Design shift_reg_sched_flat, sky130hd; sources not shown.
route_heat.png
Scale: 8 px per µm. 10 x 10 tiles, from dark blue (low) to red (high), scaled to the fullest tile. Values are wire area over tile area, all layers added.
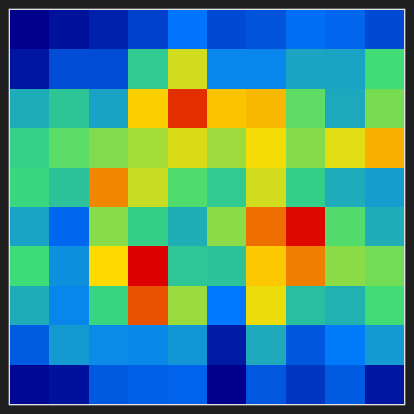
The fullest tile reaches 0.39. 37% of the tiles are over half the peak. The mean over all tiles is 0.17.
global-route total usage across every layer: 24.19%
total routed wirelength: 2609 µm
total via count in the routed design: 888
per-cell routed wire length: 15.35 µm

pinout.png
Scale: 10 px per µm. Pins as bars across the die edge, other pins in gray.
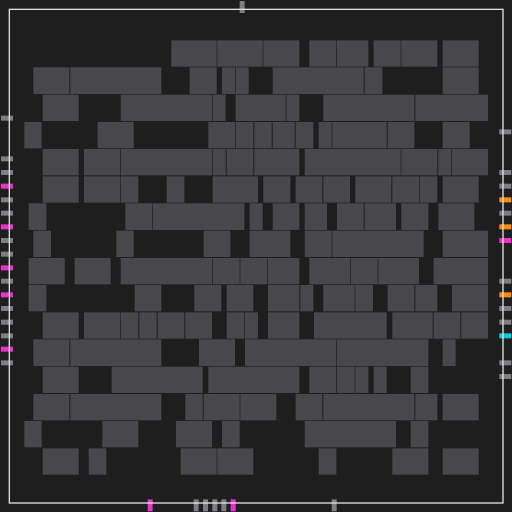
`bus_amt1`: in orange, pins 3, direction input, edge right. `bus_out`: in magenta, pins 8, direction output, edge 5 left, 2 bottom, 1 right. `bus_gnt0`: in cyan, pins 1, direction output, edge right.
All pins by edge: 17 left, 14 right, 7 bottom, 1 top.
horizontal extent of the die: 49.23 µm
floorplan die height: 49.23 µm

m3.png
Scale: 10 px per µm.
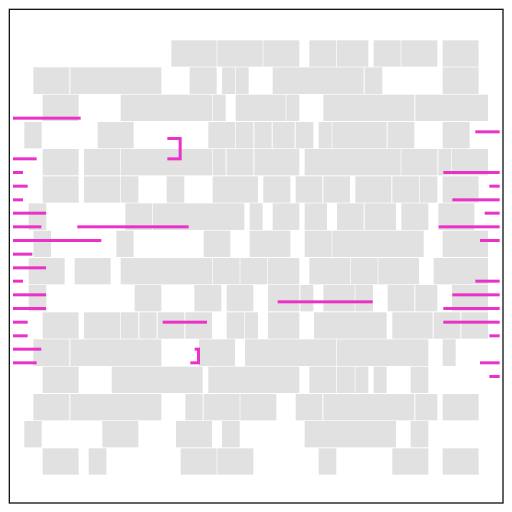
The wires run mostly horizontal. The layer carries 116 µm of wire. The longest straight run is 10.8 µm.
global-route track usage on met3: 4.361%

==> flow_results.xml <==
<?xml version="1.0" encoding="UTF-8"?>
<metrics>
  <group name="clocking">
    <metric name="cts_post_setup_buffers_inserted" unit="">4</metric>
    <metric name="worst_skew_pair.late_latency" unit="ns">0.28</metric>
  </group>
  <group name="drt">
    <metric name="drcViolationCount" unit="">0</metric>
    <metric name="antenna_violating_nets_post_route" unit="">0</metric>
    <metric name="initialDrtViolationCount" unit="">18</metric>
    <metric name="vias_per_cell" unit="">5.224</metric>
  </group>
  <group name="global_route">
    <metric name="grt_pass1_wl" unit="µm">4381</metric>
    <metric name="grt.overflow.total" unit="">0</metric>
  </group>
  <group name="timing">
    <metric name="drv_slew" unit="">0</metric>
    <metric name="max_slew_margin" unit="%">39.17</metric>
    <metric name="final-hold-violation-count" unit="">0</metric>
    <metric name="post-route-worst-setup-slack" unit="ns">-0.02724</metric>
    <metric name="timing.final.setup_violations" unit="">2</metric>
  </group>
  <group name="finish">
    <metric name="nClkBuffers" unit="">4</metric>
    <metric name="nNonClkBuffers" unit="">55</metric>
    <metric name="layoutNonFillerInstCount" unit="">170</metric>
    <metric name="area_growth" unit="%">61.15</metric>
    <metric name="largest_register_ff_count" unit="">8</metric>
    <metric name="fraction_of_the_core_area_covered_by_cells_at_the_end_of_the_flow" unit="%">72.90</metric>
    <metric name="final.fill_count" unit="">147</metric>
    <metric name="comb_total_area" unit="%">33.45</metric>
    <metric name="reg_area" unit="µm²">426.7</metric>
    <metric name="design.seq.count" unit="">17</metric>
  </group>
  <group name="critical_path">
    <metric name="reg2reg_depth" unit="">5</metric>
    <metric name="worst_path_dominant_cell_family" unit="">flip-flops</metric>
    <metric name="setup.worst_path.start_class" unit="">register</metric>
  </group>
  <group name="synthesis">
    <metric name="synth.top_cells.by_count" unit="">17 x dfrtp_1, 11 x mux2i_1, 9 x o21ai_0</metric>
    <metric name="synth.yosys.warnings" unit="">0</metric>
    <metric name="synth.area.top_cells" unit="">dfrtp_1 47%, mux2i_1 12%, o21ai_0 4.9%, a22oi_1 4.9%, ha_1 2.7%</metric>
    <metric name="yosysTopAreaCellShare" unit="%">46.51</metric>
    <metric name="synth.largest_area_cell" unit="">dfrtp_1</metric>
  </group>
  <group name="pwr">
    <metric name="p_switching" unit="mW">1.511</metric>
    <metric name="power.share.sequential" unit="%">28.2</metric>
    <metric name="fin_total_pwr" unit="mW">3.067</metric>
    <metric name="clock_power" unit="mW">0.239</metric>
    <metric name="clockPowerShare" unit="%">7.8</metric>
    <metric name="power_per_cell_area" unit="nW/µm²">2081</metric>
  </group>
  <group name="place">
    <metric name="gp_congestion" unit="">0.8468</metric>
    <metric name="dp_cells" unit="">160</metric>
  </group>
  <group name="outcome">
    <metric name="failing_checks" unit="">setup timing</metric>
    <metric name="run_status" unit="">finished with violations</metric>
  </group>
  <group name="floorplanning">
    <metric name="chip_area" unit="µm²">2424</metric>
  </group>
</metrics>
layout by cell type, fill, tap and decap left out, types with 2 or more instances in the layout:
cell type,Yosys,layout
clkbuf_4,0,3
o21ai_0,9,9
a21oi_1,4,3
dfrtp_1,17,16
nand2b_1,2,2
buf_12,0,2
a211oi_2,0,2
nand2_1,2,2
a22oi_1,6,6
ha_1,2,2
nor2_1,6,6
or2_4,0,2
clkdlybuf4s50_1,0,24
buf_4,1,14
nand3b_1,2,2
clkbuf_1,0,2
inv_1,3,3
clkbuf_2,0,11
mux2i_1,11,10
metal layers:
layer | wire length [µm] | track usage [%] | vias up
li1 | - | - | 427
met1 | 1081 | 26.18 | 420
met2 | 1400 | 45.66 | 39
met3 | 115 | 4.361 | 2
met4 | 10 | 9.314 | 0
met5 | 0 | 0 | -
Power is estimated from default activity; no workload was simulated.
